## src/rtl/instruction_queue_if.sv

```systemverilog
// -----------------------------------------------------------------------------
// instruction_queue_if
//   Bundles the fetch-side push port, the decoder-side issue port and the ROB
//   flush of the instruction queue.
//   slave  : the queue's view (consumes fetch/stall/flush, drives head/count).
//   master : the environment's view (fetch unit, decoder, ROB).
//   Signals:
//     rob_rst              synchronous flush from the ROB
//     fetch_valid/_ready   push handshake
//     fetch_instruction, fetch_c_instruction, fetch_pc,
//     fetch_jalr_prediction, fetch_br_prediction   pushed entry fields
//     issue_stall          downstream cannot take an instruction
//     instruction_in       head entry is issued this cycle
//     instruction, c_instruction, pc, jalr_prediction, br_prediction  head
//     count                number of valid entries
// -----------------------------------------------------------------------------
interface instruction_queue_if #(
    parameter int DEPTH = 8,
    parameter int PTR_W = $clog2(DEPTH)
);
    logic             rob_rst;
    logic             fetch_valid;
    logic [31:0]      fetch_instruction;
    logic             fetch_c_instruction;
    logic [16:0]      fetch_pc;
    logic [16:0]      fetch_jalr_prediction;
    logic             fetch_br_prediction;
    logic             fetch_ready;
    logic             issue_stall;
    logic             instruction_in;
    logic [31:0]      instruction;
    logic             c_instruction;
    logic [16:0]      pc;
    logic [16:0]      jalr_prediction;
    logic             br_prediction;
    logic [PTR_W:0]   count;

    modport slave (
        input  rob_rst, fetch_valid, fetch_instruction, fetch_c_instruction,
               fetch_pc, fetch_jalr_prediction, fetch_br_prediction, issue_stall,
        output fetch_ready, instruction_in, instruction, c_instruction, pc,
               jalr_prediction, br_prediction, count
    );

    modport master (
        output rob_rst, fetch_valid, fetch_instruction, fetch_c_instruction,
               fetch_pc, fetch_jalr_prediction, fetch_br_prediction, issue_stall,
        input  fetch_ready, instruction_in, instruction, c_instruction, pc,
               jalr_prediction, br_prediction, count
    );
endinterface

```

## src/rtl/instruction_queue.sv

```systemverilog
// -----------------------------------------------------------------------------
// instruction_queue
//   Circular buffer of fetched instructions between fetch and decode. Accepts
//   at most one push per cycle, presents the oldest entry combinationally and
//   issues it when downstream is not stalled. A ROB flush empties the queue.
//   Ports:
//     clk    clock, all state changes on posedge
//     rst_n  asynchronous active-low reset (pointers and count only)
//     iq     instruction_queue_if.slave (fetch push, decoder issue, flush)
// -----------------------------------------------------------------------------
module instruction_queue #(
    parameter int DEPTH = 8,
    parameter int PTR_W = $clog2(DEPTH)
) (
    input  logic                clk,
    input  logic                rst_n,
    instruction_queue_if.slave  iq
);

    typedef struct packed {
        logic [31:0] instruction;
        logic        c_instruction;
        logic [16:0] pc;
        logic [16:0] jalr_prediction;
        logic        br_prediction;
    } entry_t;

    localparam logic [PTR_W:0]   FULL_COUNT = (PTR_W + 1)'(DEPTH);
    localparam logic [PTR_W:0]   CNT_ONE    = (PTR_W + 1)'(1);
    localparam logic [PTR_W-1:0] PTR_ONE    = PTR_W'(1);

    entry_t           mem [DEPTH];
    logic [PTR_W-1:0] head_q;
    logic [PTR_W-1:0] tail_q;
    logic [PTR_W:0]   count_q;

    logic             fetch_ready;
    logic             push;
    logic             pop;
    entry_t           head_entry;

    // Readiness looks only at the registered count, so a full queue stays
    // closed to fetch even in a cycle where it also pops.
    assign fetch_ready = (count_q != FULL_COUNT);
    assign push        = iq.fetch_valid && fetch_ready && !iq.rob_rst;
    assign pop         = (count_q != '0) && !iq.issue_stall && !iq.rob_rst;

    // Empty queue presents all-zero head fields rather than stale memory.
    assign head_entry  = (count_q != '0) ? mem[head_q] : '0;

    assign iq.fetch_ready     = fetch_ready;
    assign iq.instruction_in  = pop;
    assign iq.instruction     = head_entry.instruction;
    assign iq.c_instruction   = head_entry.c_instruction;
    assign iq.pc              = head_entry.pc;
    assign iq.jalr_prediction = head_entry.jalr_prediction;
    assign iq.br_prediction   = head_entry.br_prediction;
    assign iq.count           = count_q;

    // NOTE: storage has no reset; entries are only ever read below count, so
    // clearing them would buy nothing and stop the array mapping to RAM.
    always_ff @(posedge clk) begin
        if (push) begin
            mem[tail_q] <= '{
                instruction:     iq.fetch_instruction,
                c_instruction:   iq.fetch_c_instruction,
                pc:              iq.fetch_pc,
                jalr_prediction: iq.fetch_jalr_prediction,
                br_prediction:   iq.fetch_br_prediction
            };
        end
    end

    // NOTE: non-blocking assignments so every register samples pre-edge values.
    // Pointers wrap naturally because DEPTH is a power of two; full vs empty is
    // told apart by count alone.
    always_ff @(posedge clk or negedge rst_n) begin
        if (!rst_n) begin
            head_q  <= '0;
            tail_q  <= '0;
            count_q <= '0;
        end else if (iq.rob_rst) begin
            head_q  <= '0;
            tail_q  <= '0;
            count_q <= '0;
        end else begin
            if (push) tail_q <= tail_q + PTR_ONE;
            if (pop)  head_q <= head_q + PTR_ONE;
            case ({push, pop})
                2'b10:   count_q <= count_q + CNT_ONE;
                2'b01:   count_q <= count_q - CNT_ONE;
                default: count_q <= count_q;
            endcase
        end
    end

endmodule

```

## src/flat_wrapper.sv

```systemverilog
// flat-port wrapper written by rule: the top's interface ports become plain ports
module instruction_queue_flat 
#(
    parameter int DEPTH = 8,
    parameter int PTR_W = $clog2(DEPTH)
)
  (clk, rst_n, iq_rob_rst, iq_fetch_valid, iq_fetch_instruction, iq_fetch_c_instruction, iq_fetch_pc, iq_fetch_jalr_prediction, iq_fetch_br_prediction, iq_issue_stall, iq_fetch_ready, iq_instruction_in, iq_instruction, iq_c_instruction, iq_pc, iq_jalr_prediction, iq_br_prediction, iq_count);
  instruction_queue_if #(.DEPTH(DEPTH), .PTR_W(PTR_W)) iq_i ();
  input  logic clk;
  input  logic rst_n;
  input wire logic [$bits(iq_i.rob_rst)-1:0] iq_rob_rst;
  input wire logic [$bits(iq_i.fetch_valid)-1:0] iq_fetch_valid;
  input wire logic [$bits(iq_i.fetch_instruction)-1:0] iq_fetch_instruction;
  input wire logic [$bits(iq_i.fetch_c_instruction)-1:0] iq_fetch_c_instruction;
  input wire logic [$bits(iq_i.fetch_pc)-1:0] iq_fetch_pc;
  input wire logic [$bits(iq_i.fetch_jalr_prediction)-1:0] iq_fetch_jalr_prediction;
  input wire logic [$bits(iq_i.fetch_br_prediction)-1:0] iq_fetch_br_prediction;
  input wire logic [$bits(iq_i.issue_stall)-1:0] iq_issue_stall;
  output wire logic [$bits(iq_i.fetch_ready)-1:0] iq_fetch_ready;
  output wire logic [$bits(iq_i.instruction_in)-1:0] iq_instruction_in;
  output wire logic [$bits(iq_i.instruction)-1:0] iq_instruction;
  output wire logic [$bits(iq_i.c_instruction)-1:0] iq_c_instruction;
  output wire logic [$bits(iq_i.pc)-1:0] iq_pc;
  output wire logic [$bits(iq_i.jalr_prediction)-1:0] iq_jalr_prediction;
  output wire logic [$bits(iq_i.br_prediction)-1:0] iq_br_prediction;
  output wire logic [$bits(iq_i.count)-1:0] iq_count;
  assign iq_i.rob_rst = iq_rob_rst;
  assign iq_i.fetch_valid = iq_fetch_valid;
  assign iq_i.fetch_instruction = iq_fetch_instruction;
  assign iq_i.fetch_c_instruction = iq_fetch_c_instruction;
  assign iq_i.fetch_pc = iq_fetch_pc;
  assign iq_i.fetch_jalr_prediction = iq_fetch_jalr_prediction;
  assign iq_i.fetch_br_prediction = iq_fetch_br_prediction;
  assign iq_i.issue_stall = iq_issue_stall;
  assign iq_fetch_ready = iq_i.fetch_ready;
  assign iq_instruction_in = iq_i.instruction_in;
  assign iq_instruction = iq_i.instruction;
  assign iq_c_instruction = iq_i.c_instruction;
  assign iq_pc = iq_i.pc;
  assign iq_jalr_prediction = iq_i.jalr_prediction;
  assign iq_br_prediction = iq_i.br_prediction;
  assign iq_count = iq_i.count;
  instruction_queue #(.DEPTH(DEPTH), .PTR_W(PTR_W)) u_core (.clk(clk), .rst_n(rst_n), .iq(iq_i));
endmodule
```

## config.mk

```make
export PLATFORM = sky130hd
export DESIGN_NAME = instruction_queue_flat
export DESIGN_NICKNAME = d
export VERILOG_FILES = /design/src/rtl/instruction_queue_if.sv /design/src/rtl/instruction_queue.sv /design/src/flat_wrapper.sv
export SDC_FILE = /design/constraint.sdc
export NUM_CORES = 1
export LEC_CHECK = 0
export CAP_MARGIN = 15
export CORE_MARGIN = 4
export CORE_UTILIZATION = 29
export DETAILED_ROUTE_END_ITERATION = 7
export PLACE_DENSITY = 0.5
export SLEW_MARGIN = 0
export SYNTH_ARGS = -nofsm -noshare
export SYNTH_HDL_FRONTEND = slang
export SYNTH_SLANG_ARGS = --single-unit
export TNS_END_PERCENT = 50
```

## constraint.sdc

```tcl
create_clock -name clk -period 9.66 [get_ports clk]
set_input_delay 0.966 -clock clk [delete_from_list [all_inputs] [get_ports clk]]
set_output_delay 0.966 -clock clk [all_outputs]
set_load 0.03 [all_outputs]
```

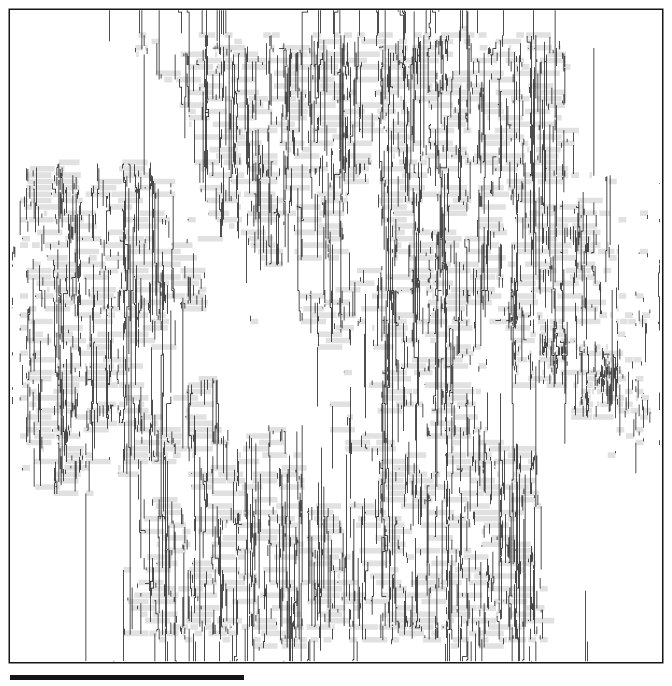
(images/m2.png)
The bar under the picture is 100 um long. Cells faint in the background.
1082 nets have wire on it. The wires run mostly vertical. The layer carries 24.0 mm of wire.
Total Wirelength: 49350 um
M2 GR Usage: 20.88%

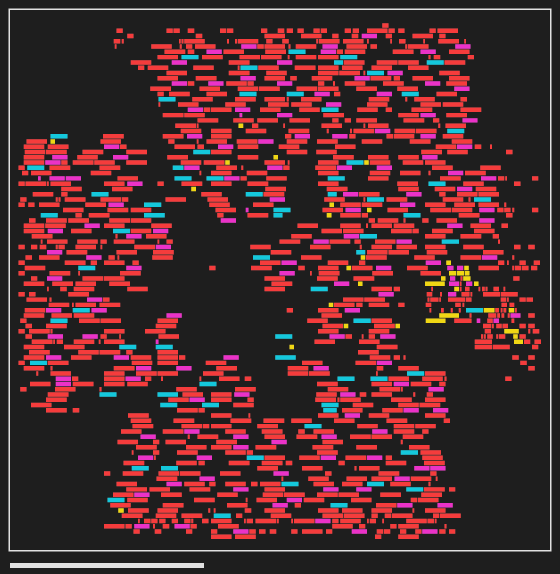
(images/sizing.png)
The bar under the picture is 100 um long.
x3 and x4: in yellow, cells 34, share 2.9%. x1 and smaller: in red, cells 915, share 78%. x6 and larger: in cyan, cells 70, share 6.0%. x2: in magenta, cells 149, share 13%.

==> impl_metrics.ini <==
; physical design summary
[clocking]
cts_root_buffer = sky130_fd_sc_hd__clkbuf_16
clk-insertion-delay-late_ns = 0.63

[setup_path]
critPathKind = reg2out
critical_path.most_common_cell = sky130_fd_sc_hd__buf_4
reg2reg_from = u_core.iq.count[1]$_DFFE_PN0P_
crit_arrival_ns = 4.52
critPathLaunchType = flip-flop

[layout]
flow.area_growth_from_synthesis_pct = 21.36
bufAreaShareNonClock_pct = 6.310
comb.multi_input.count = 336
most-common-layout-cells = 544 x sky130_fd_sc_hd__edfxtp_1, 146 x sky130_fd_sc_hd__clkdlybuf4s50_1, 136 x sky130_fd_sc_hd__mux4_2, 80 x sky130_fd_sc_hd__nor2_1, 70 x sky130_fd_sc_hd__mux2i_1
post_route_cells_drive_above_1_share_pct = 21.66
nClkBuffers = 87
comb-cell-share_pct = 17.41
final_common_cell = sky130_fd_sc_hd__edfxtp_1

[synth]
asyncSetResetFlopFracSynth_pct = 1.805
dominantRegCellSynth = sky130_fd_sc_hd__edfxtp_1
yosys-top-cells-count = 544 x sky130_fd_sc_hd__edfxtp_1, 136 x sky130_fd_sc_hd__mux4_2, 83 x sky130_fd_sc_hd__nor2_1, 70 x sky130_fd_sc_hd__mux2i_1, 26 x sky130_fd_sc_hd__clkbuf_1
yosys-stat-cells = 940
synthCells = 940

[floorplan]
placementRows = 98
die-height_um = 278.6

[timing]
timing.final.crit_share_pct = 56.78
finalHoldViolations = 0
fin_worst_hold_slack_ns = 0.6492
report.final.slew_viol_count = 0

[power]
total_power_mw = 6.971
static-leakage-power_nw = 7.730
power_per_cell_area_nw_per_um2 = 270.4

[global_routing]
grt.overflow.total = 0

[place]
portBuffers = 146

[worst_hold_path]
timing.hold.worst_endpoint = u_core.iq.count[3]$_DFFE_PN0P_

[detailed_routing]
drt_first_pass_iters = 5
num_vias = 9834

[status]
status = completed
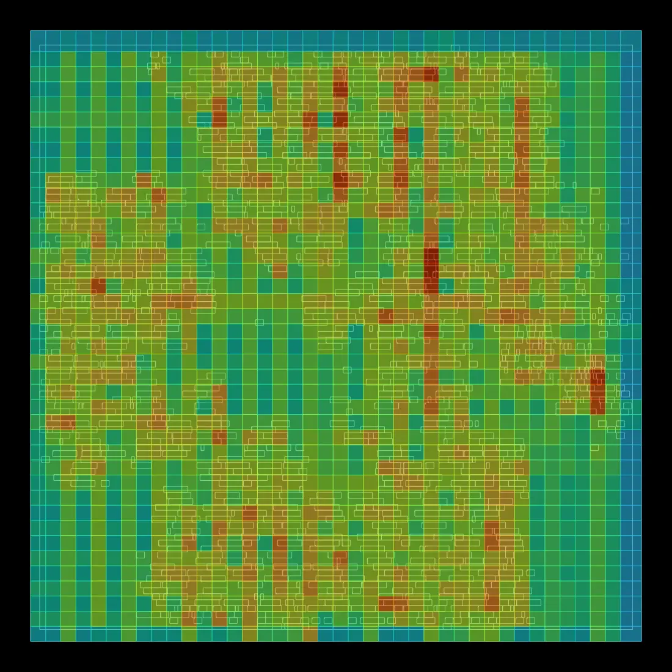
(images/congestion_map.png)
GR met3 Demand/Resource: 3.328%
met1 global-route usage: 16.86%
post-DR wirelength/cell: 23.28 um
layer carrying the most global-route usage: met2
all-layer global routing usage: 12.60%

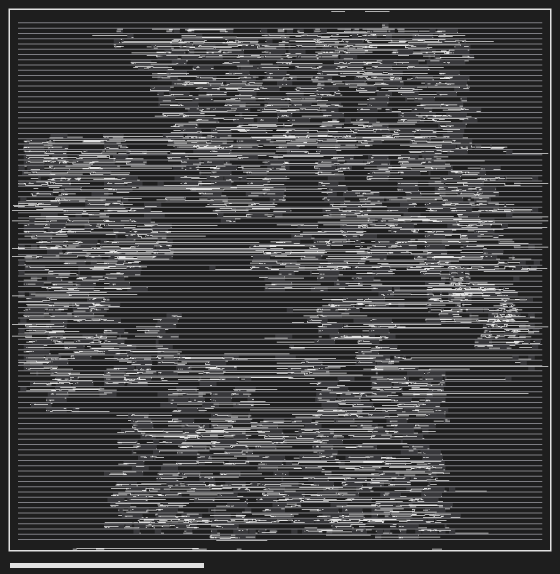
(images/m1.png)
The bar under the picture is 100 um long. Supply wires on this layer in grey. Cells faint in the background.
1131 nets have wire on it. The layer carries 21.6 mm of wire.

==> per-layer routing <==
layer  global-route usage [%]  vias up  wire (um)
li1                         -     4274          -
met1                    16.86     5251      21580
met2                    20.88      219      24030
met3                    3.328       78       2861
met4                    2.638       12        809
met5                        0        -         76
==> where the power goes <==
| part | switching [mW] | internal (mW) | total (mW) |
|---|---|---|---|
| combinational | 1.13 | 0.872 | 2.01 |
| clock | 0.910 | 1.25 | 2.16 |
| sequential | 0.0853 | 2.72 | 2.81 |
| total | 2.13 | 4.84 | 6.97 |
==> how the worst max path moves through the flow <==
| stage | cells after the start | endpoint | slack (ns) | from |
|---|---|---|---|---|
| 5_1_grt | 6 | iq_br_prediction | 3.68 | u_core.head_q[0]$_DFFE_PN0P_ |
| 3_5_place_dp | 6 | iq_br_prediction | 4.66 | u_core.head_q[0]$_DFFE_PN0P_ |
| 2_1_floorplan | 3 | u_core.mem[0][0]$_DFFE_PP_ | 0.67 | iq_rob_rst |
| 3_3_place_gp | 6 | iq_br_prediction | 4.60 | u_core.head_q[0]$_DFFE_PN0P_ |
| 6_report | 6 | iq_br_prediction | 4.18 | u_core.head_q[0]$_DFFE_PN0P_ |
| 4_1_cts | 6 | iq_br_prediction | 3.94 | u_core.head_q[0]$_DFFE_PN0P_ |
==> state kept, by name (all words and copies together) (netlist names) <==
signal / flops
u_core.iq.count: 4
u_core.mem: 544
u_core.tail_q: 3
u_core.head_q: 3
==> worst max-delay path: cells and delay by family, from the launching register on <==
family                 cells  cell delay (ns)
AND/OR/NAND/NOR            1             0.08
flip-flops                 1             0.89
multiplexers               2             0.99
buffers and inverters      3             1.89
Power is estimated from default activity; no workload was simulated.
